<file path="config.mk">
export PLATFORM = sky130hd
export DESIGN_NAME = ball_flight
export DESIGN_NICKNAME = d
export VERILOG_FILES = /design/src/rtl/ball_pkg.sv /design/src/rtl/ball_flight_launch_vector.sv /design/src/rtl/ball_flight.sv
export SDC_FILE = /design/constraint.sdc
export NUM_CORES = 1
export LEC_CHECK = 0
export CORE_MARGIN = 10
export CORE_UTILIZATION = 40
export DETAILED_ROUTE_END_ITERATION = 10
export GPL_TIMING_DRIVEN = 0
export SYNTH_ARGS = -nofsm -noshare
export SYNTH_HDL_FRONTEND = slang
export SYNTH_HIERARCHICAL = 1
export SYNTH_SLANG_ARGS = --single-unit
</file>
<file path="constraint.sdc">
create_clock -name clk -period 5.19 [get_ports clk]
set_input_delay 1.038 -clock clk [delete_from_list [all_inputs] [get_ports clk]]
set_output_delay 1.038 -clock clk [all_outputs]
set_load 0.02 [all_outputs]
</file>
<file path="src/rtl/ball_pkg.sv">
// rtl/ball_pkg.sv - shared constants, state encoding and launch trig tables for ball_flight
package ball_pkg;

    typedef enum logic [1:0] {
        ST_IDLE   = 2'd0,
        ST_FLIGHT = 2'd1,
        ST_LANDED = 2'd2
    } state_t;

    localparam logic [9:0] START_X   = 10'd31;
    localparam logic [8:0] GROUND_Y  = 9'd425;
    localparam logic [9:0] RIGHT_X   = 10'd635;
    localparam int         BALL_SIZE = 5;
    localparam logic [4:0] ANG_MAX   = 5'd16;

    // round(15*sin(a*5.625 deg)) and round(15*cos(a*5.625 deg)), a = 0..16
    localparam logic [3:0] SIN_TABLE [0:16] = '{
        4'd0,  4'd1,  4'd3,  4'd4,  4'd6,  4'd7,  4'd8,  4'd10, 4'd11,
        4'd12, 4'd12, 4'd13, 4'd14, 4'd14, 4'd15, 4'd15, 4'd15
    };
    localparam logic [3:0] COS_TABLE [0:16] = '{
        4'd15, 4'd15, 4'd15, 4'd14, 4'd14, 4'd13, 4'd12, 4'd12, 4'd11,
        4'd10, 4'd8,  4'd7,  4'd6,  4'd4,  4'd3,  4'd1,  4'd0
    };

endpackage

</file>
<file path="src/rtl/ball_flight_launch_vector.sv">
// rtl/ball_flight_launch_vector.sv - combinational aim (Ang/Vel) to launch velocity (vx, vy)
module launch_vector
    import ball_pkg::*;
(
    input  logic [4:0] Ang,
    input  logic [2:0] Vel,
    output logic [4:0] vx,
    output logic [4:0] vy
);

    logic [4:0] ang_idx;
    logic [7:0] mag;
    logic [7:0] vx_full;
    logic [7:0] vy_full;

    always_comb begin
        ang_idx = (Ang > ANG_MAX) ? ANG_MAX : Ang;
        mag     = {5'd0, Vel} + 8'd1;
        vx_full = 8'(COS_TABLE[ang_idx]) * mag;
        vy_full = 8'(SIN_TABLE[ang_idx]) * mag;
        vx      = 5'(vx_full >> 2);
        vy      = 5'(vy_full >> 2);
    end

endmodule

</file>
<file path="src/rtl/ball_flight.sv">
// rtl/ball_flight.sv - launched-ball trajectory: launch on press, integrate per frame tick, stop at ground or right wall
module ball_flight #(
    parameter logic [9:0] START_X  = ball_pkg::START_X,
    parameter logic [8:0] GROUND_Y = ball_pkg::GROUND_Y,
    parameter logic [9:0] RIGHT_X  = ball_pkg::RIGHT_X
) (
    input  logic       clk,
    input  logic       rst,
    input  logic       launch,
    input  logic       update,
    input  logic [2:0] Vel,
    input  logic [4:0] Ang,
    input  logic [9:0] xCount,
    input  logic [9:0] yCount,
    output logic [9:0] ballX,
    output logic [8:0] ballY,
    output logic       ball,
    output logic       busy,
    output logic       landed
);

    localparam logic [10:0] SPAN = 11'(ball_pkg::BALL_SIZE - 1);

    ball_pkg::state_t   state, state_n;
    logic               launch_q;
    logic               press;
    logic signed [10:0] y, y_n;
    logic [9:0]         x_n;
    logic [4:0]         vx, vx_n;
    logic signed [7:0]  vy, vy_n;
    logic [4:0]         lv_vx, lv_vy;
    logic [10:0]        x_step;
    logic signed [10:0] y_step;
    logic               hit;

    launch_vector u_launch_vector (
        .Ang (Ang),
        .Vel (Vel),
        .vx  (lv_vx),
        .vy  (lv_vy)
    );

    assign press  = launch_q & ~launch;
    assign ballY  = y[8:0];
    assign busy   = (state == ball_pkg::ST_FLIGHT);
    assign landed = (state == ball_pkg::ST_LANDED);

    always_comb begin
        state_n = state;
        x_n     = ballX;
        y_n     = y;
        vx_n    = vx;
        vy_n    = vy;
        x_step  = {1'b0, ballX} + {6'd0, vx};
        y_step  = y - {{3{vy[7]}}, vy};
        case (state)
            ball_pkg::ST_IDLE, ball_pkg::ST_LANDED: begin
                // A press wins over a coincident update: motion starts on the next tick
                if (press) begin
                    vx_n    = lv_vx;
                    vy_n    = {3'd0, lv_vy};
                    x_n     = START_X;
                    y_n     = {2'b00, GROUND_Y};
                    state_n = ball_pkg::ST_FLIGHT;
                end
            end
            ball_pkg::ST_FLIGHT: begin
                if (update) begin
                    x_n  = x_step[9:0];
                    y_n  = y_step;
                    vy_n = vy - 8'sd1;
                    if (y_step >= $signed({2'b00, GROUND_Y})) begin
                        y_n     = {2'b00, GROUND_Y};
                        state_n = ball_pkg::ST_LANDED;
                    end
                    if (x_step >= {1'b0, RIGHT_X}) begin
                        x_n     = RIGHT_X;
                        state_n = ball_pkg::ST_LANDED;
                    end
                end
            end
            default: state_n = ball_pkg::ST_IDLE;
        endcase
    end

    always_comb begin
        hit = ({1'b0, xCount} >= {1'b0, ballX})
           && ({1'b0, xCount} <= ({1'b0, ballX} + SPAN))
           && ({1'b0, yCount} >= {2'b00, ballY})
           && ({1'b0, yCount} <= ({2'b00, ballY} + SPAN));
    end

    always_ff @(posedge clk) begin
        if (!rst) begin
            state    <= ball_pkg::ST_IDLE;
            ballX    <= START_X;
            y        <= {2'b00, GROUND_Y};
            vx       <= 5'd0;
            vy       <= 8'sd0;
            launch_q <= 1'b1;
            ball     <= 1'b0;
        end else begin
            state    <= state_n;
            ballX    <= x_n;
            y        <= y_n;
            vx       <= vx_n;
            vy       <= vy_n;
            launch_q <= launch;
            ball     <= hit;
        end
    end

endmodule

</file>
wire_density.png
25 x 25 tiles, from black (low) to pale yellow (high), scaled to the fullest tile. Values are wire area over tile area, all layers added.
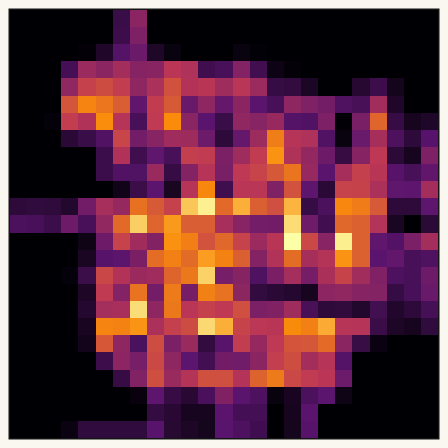
- mean over tiles: 0.11
- nearly empty tiles: 33%
- tiles over half the peak: 18%
- emptiest ninth of the die: top right

met3.png
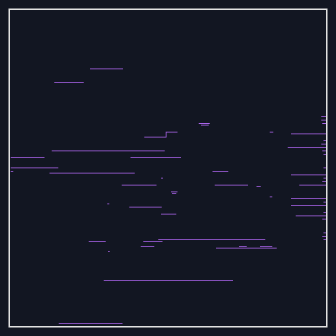
- nets with wire on the layer: 50
- share of all routed wire: 4.5%
- main direction: horizontal
- wire length on this layer: 511 um
- longest straight run: 51.1 um

port_nets.png
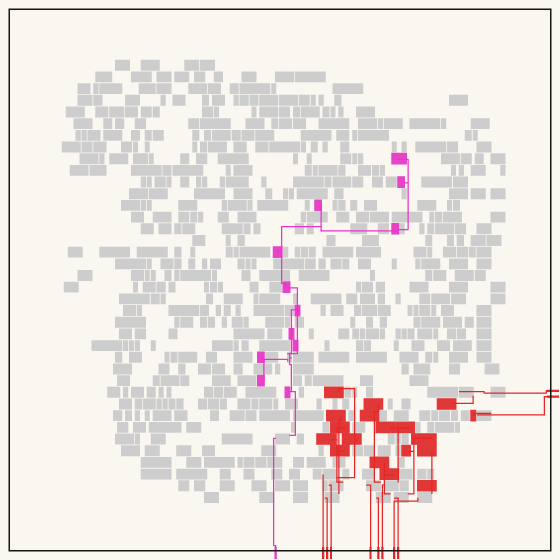
- red: yCount (direction input; edge 8 bottom, 2 right; end cells 19; wire 317 um)
- magenta: rst (direction input; edge bottom; end cells 13; wire 166 um)

final_placement.png
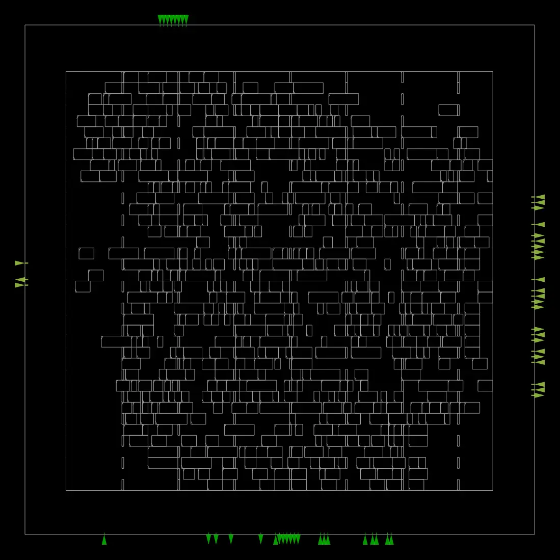
core area: 0.0109 mm2
tap cells: 140
Finished Layout Cells: 748

==> flow_metrics.py <==
# Metrics from the implementation run
metrics = {
    "drt": {
        "ant_nets": 0,
        "vias": 4027,
        "drtIter0Drc": 173,
        "via_per_inst": 5.38,
        "drcViolationCount": 0,
        "wl_um": 11300,
        "drt-pass1-iter-count": 4,
        "wl_per_cell_um": 15.0,
    },
    "sta": {
        "final_max_slew_viol_count": 0,
        "hold_viol": 0,
        "finalSetupViolCount": 0,
        "maxSlewHeadroom": 0.572,
        "max_freq_ghz": 0.202,
        "fin_crit_ps": 4960,
    },
    "critical_path": {
        "critical_path.slowest_cell": "fa_1",
        "cp_num_cells": 17,
        "r2r_start": "ballX[0]",
        "crit_start": "Ang[4]",
        "path_cells": "dlygate4sd2_1, buf_4, nand2b_2, ha_1, a221o_1, a21oi_2, nand4_1, fa_1, inv_1, fa_1, fa_1, a21o_1, a21oi_1, xnor2_1, xnor2_1, nand2_1, a21oi_1",
        "crit_buf_inv": 3,
        "critPathTopFamily": "adder cells",
        "cp_data_arrival_time_ps": 5180,
    },
    "floorplan": {
        "num_rows": 38,
        "fp.dieW_um": 126,
        "io_pins": 54,
        "fp.dieH_um": 126,
        "fp_util": 0.411,
    },
    "layout": {
        "final_layout_size_suffix_gt1_frac": 0.0839,
        "combGateArea_mm2": 0.00339,
        "area_delta_synth_final_pct": 18.1,
        "nNetsFinal": 727,
        "n_antenna_cell": 0,
    },
    "synthesis": {
        "async_flop_share": 0,
        "ys_cells": 546,
        "numSynthFlops": 38,
        "syn_nets": 666,
        "ys_top_cells_by_count": "ha_1 (78), nor2_1 (49), inv_1 (48), dfxtp_1 (38), xnor2_1 (38)",
        "edf_count": 0,
        "top_area_frac": 0.218,
        "ff_type": "dfxtp_1",
        "most_common_cell": "ha_1",
        "synth_cells": 546,
        "ys_seq_share": 0.170,
        "yosysTopAreaCell": "ha_1",
    },
    "cts": {
        "cts_buffers": 5,
        "clk_pin_slew_ps": 70,
        "tritoncts_num_sinks": 38,
        "htree_levels": 2,
        "insertion_delay_ps": 290,
    },
    "placement": {
        "hpwl_um": 9450,
        "gp_congestion": 0.864,
        "dp_slack_ps": -449,
    },
    "status": {
        "outcome": "finished, final reports clean",
    },
    "min_path": {
        "min_path_type": "flop to flop",
        "holdPathStages": 2,
        "hold_path_startpoint": "vx[0]",
    },
    "global_routing": {
        "grt_pass1_vias": 4024,
        "grt_most_used_layer": "met2",
        "met1_usage": 0.182,
        "grt_max_degree": 12,
        "grt_pass1_wl_um": 19200,
        "grt_util_met2": 0.237,
        "met3_usage": 0.0206,
    },
    "pwr": {
        "p_per_area_mw_per_mm2": 355,
        "vdd_drop_max_uv": 181,
    },
    "run": {
        "maxCapViolations": 0,
    },
}
[metrics by stage]
stage,cells,instance area (um2)
finish,748,5280
CTS,747,5270
global placement,739,5180
detailed placement,739,5180
global route,748,5280
floorplan,546,4470
[state kept, by name, summed over array words and instances, names as in the netlist]
signal / cells
vy: 8
vx: 5
ball: 1
state: 2
y: 11
launch_q: 1
ballX: 10
[cell type report]
class / count / area share
clock buffers: 7 / 0.0163
inverters: 50 / 0.0355
clock inverters: 1 / 0.000947
plain buffers: 21 / 0.0270
well taps: 140 / 0.0332
multi-input cells: 437 / 0.641
repair buffers: 54 / 0.102
flip-flops and latches: 38 / 0.144
[layout by cell type (no fill, tap or decap), drive strengths merged, types with 20 or more instances in the layout]
cell | netlist | layout
nand3 | 20 | 20
o21ai | 28 | 28
clkdlybuf4s50 | 0 | 51
inv | 48 | 48
xnor2 | 38 | 38
nand2 | 32 | 32
nor2 | 51 | 51
dfxtp | 38 | 38
a21oi | 40 | 40
ha | 78 | 78
[worst register-to-register path, cell delays in order, from the launching register on]
cell	delay, ps
dfxtp_1	400
ha_1	200
inv_1	60
fa_1	380
nand2b_1	200
a21oi_2	280
o21ai_0	150
xnor2_1	300
o41a_1	220
o32a_1	240
buf_6	170
nor3b_1	240
o21ai_1	90
[per-layer routing]
layer | part of all wire | up-vias
met5 | 0 | -
met4 | 0.012 | 0
met3 | 0.045 | 10
met2 | 0.46 | 79
met1 | 0.48 | 1876
li1 | - | 2062
[worst paths after layout]
kind              end  slack, ps
min             vx[0]        460
min reg2reg     vx[0]        460
max reg2reg  ballX[0]       2130
max             vx[4]        230
[cell families after synthesis]
| family | synth area share |
|---|---|
| AOI/OAI and AO/OA | 0.220 |
| xor gates and xnor gates | 0.0803 |
| adders and majority gates | 0.263 |
| buffers and inverters | 0.0733 |
| DFF | 0.170 |
| muxes | 0.00476 |
| and+or+nand+nor | 0.189 |
[repair_timing]
action | 4_1_cts | 5_1_grt
setup buffers | 0 | 1
gates resized | 3 | 1
setup endpoints to repair | 2 | 1
gates cloned | 0 | 0
[power breakdown]
part	switching, mW	internal (mW)
logic	0.721	0.544
registers	0.0556	0.340
clock network	0.107	0.107
total	0.883	0.991
Power is estimated from default activity; no workload was simulated.
